Figure 1. The metal 3 layer (run 1).
(3 px per µm)
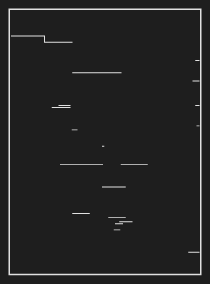
Figure 2. Routing congestion (run 1).
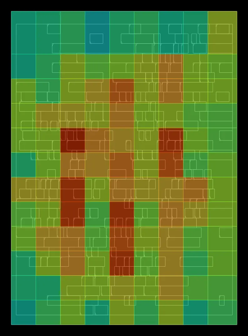
Figure 3. M2 wires (run 1).
(3 px per µm) Cells faint in the background.
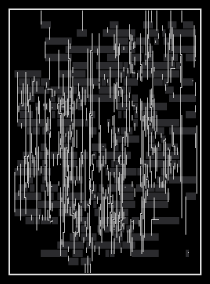
==> config.mk <==
export PLATFORM = sky130hd
export DESIGN_NAME = clk_en_sequencer
export DESIGN_NICKNAME = d
export VERILOG_FILES = /design/src/rtl/clk_seq_pkg.sv /design/src/rtl/sync_2ff.sv /design/src/rtl/clk_en_sequencer.sv
export SDC_FILE = /design/constraint.sdc
export NUM_CORES = 1
export LEC_CHECK = 0
export CORE_ASPECT_RATIO = 1.4
export CORE_UTILIZATION = 45
export CTS_CLUSTER_SIZE = 25
export DETAILED_ROUTE_END_ITERATION = 7
export PLACE_DENSITY_LB_ADDON = 0.15
export RECOVER_POWER = 100
export SYNTH_ARGS = -nofsm -noshare
export SYNTH_HDL_FRONTEND = slang
export SYNTH_SLANG_ARGS = --single-unit
==> constraint.sdc <==
create_clock -name clk -period 3.73 [get_ports clk]
set_clock_uncertainty 0.15 [all_clocks]
set_input_delay 0.5595 -clock clk [delete_from_list [all_inputs] [get_ports clk]]
set_output_delay 0.5595 -clock clk [all_outputs]
set_load 0.03 [all_outputs]
==> flow_summary.toml, run 1 <==
# implementation run metrics
[placement]
placed_area_um2 = 2550
io_buffers = 16
dp_hpwl_um = 3290

[floorplanning]
rows = 30
pin_count = 17

[power]
power.group.top = "sequential cells"
power_frac_seq = 0.588
power.switching_uw = 188
powerDensity_nw_per_um2 = 320

[layout]
drive_above_1_share = 0.0565
syn2layout_area_growth_pct = 8.54
clock_area_frac = 0.0364
nNonClkBuffers = 16
nClkBuffers = 7

[clock_tree]
clockBufferDepth = 2
cts_resized = 0

[final_timing]
drv_slew = 45
period_needed_ns = 2.54

[flow_run]
max-cap-violations = 1

[drt]
drt-initial-drc-count = 91

[logic_synthesis]
ys_warn_count = 0

[outcome]
outcome = "finished with violations"
failed_checks = "capacitance limit, slew limit"

[worst_setup_path]
critPathMaxStageDelay_ns = 0.82
cp_max_fo = 18

[global_routing]
grt_pass1_vias = 1707
-- Figure 1 (at the start) --
nets with wire on the layer	15
share of all routed wire	2.2%
wire length on this layer	108 µm
main direction	horizontal
longest straight run	16.1 µm
via count: 1842
Global Route met3 Usage: 0.0313
DRT Wirelength: 4840 µm

-- Figure 2 (at the start) --
GRT met2 Usage: 0.334
gr busiest metal: met2
GR Util met1: 0.244

-- Figure 3 (at the start) --
share of all routed wire	51%
nets with wire on the layer	215
main direction	vertical
longest straight run	41.1 µm
wire length on this layer	2470 µm

==> run 2, diff against run 1 <==
clock period = 2.58 ns   (was 3.73 ns; I/O delays follow)
==> run 2 against run 1 <==
The run now ends clean; combinational power increased by 75%; critical endpoint unchanged; first-iteration DRC count unchanged; wire length decreased by 1.5%; critical path depth unchanged; register-to-register slack got worse by 0.98 ns; setup slack got worse by 0.80 ns; cell count increased by 1.3%; largest cell class unchanged; global-route usage decreased by 0.44 points; core utilization increased by 1.4 points; count of clock-buffer cells in the layout decreased by 2; total power increased by 57%; critical path type unchanged.
==> flow_summary.toml, run 2 <==
# implementation run metrics
[outcome]
outcome = "complete, no violations"

[global_routing]
grtUsageMet2 = 0.317
top_usage_layer = "met2"
grt_pass1_vias = 1687
met1_usage = 0.225

[clock_tree]
clock_latency_ns = 0.31
clockBufferDepth = 2
cts_resized = 0
post-cts-setup-buffers = 0

[power]
p_int_uw = 996
power.group.top = "sequential cells"
leakage_uw = 0.00123
power.switching_uw = 294
clockNetworkPower_uw = 548
powerDensity_nw_per_um2 = 488
power_frac_seq = 0.541
p_total_uw = 1290

[worst_setup_path]
cp_max_fo = 11
path_cells = "dlygate4sd3_1"
critPathMaxStageDelay_ns = 0.79

[final_timing]
relSlewSlack = 0.283
period_needed_ns = 2.18
drv_slew = 0

[logic_synthesis]
ys_warn_count = 0
synth_adder_area_share = 0.0264
ys_seq_elements = 44
ys_cells = 233
netlist_area_um2 = 2370
yosysMostFrequentCell = "dfrtp_1"

[drt]
drt-initial-drc-count = 91

[placement]
dp_hpwl_um = 3340
placed_area_um2 = 2580
place_inst = 308
io_buffers = 16

[layout]
clock_area_frac = 0.0435
ff_latch_area_um2 = 1100
largest_reg_flops = 12
syn2layout_area_growth_pct = 11.4
drive_above_1_share = 0.0794
nNonClkBuffers = 20
nClkBuffers = 5

[floorplanning]
pin_count = 17
taps = 64

[flow_run]
max-cap-violations = 0
Figure 4. The metal 3 layer (run 2).
(3 px per µm)
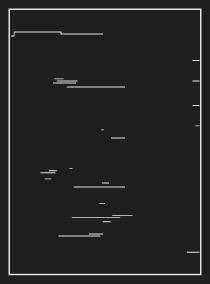
share of all routed wire	3.3%
wire length on this layer	156 µm
nets with wire on the layer	18
longest straight run	19.1 µm
main direction	horizontal
Global Route met3 Usage: 0.0469
via count: 1864
DRT Wirelength: 4770 µm

Figure 5. Gate-type map (run 2).
(6 px per µm)
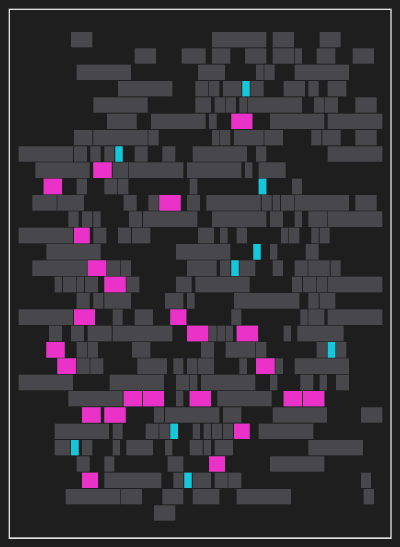
color	family	cells	most used
magenta	non-inverting ao/oa cells	24	a211o_1
cyan	inv cells	9	inv_1
combinational share of cell area: 0.429
post-route insts no fill: 316
top logic cell by instance count in the layout: dfrtp_1

No activity file was given, so power comes from the tool's default toggle rates.
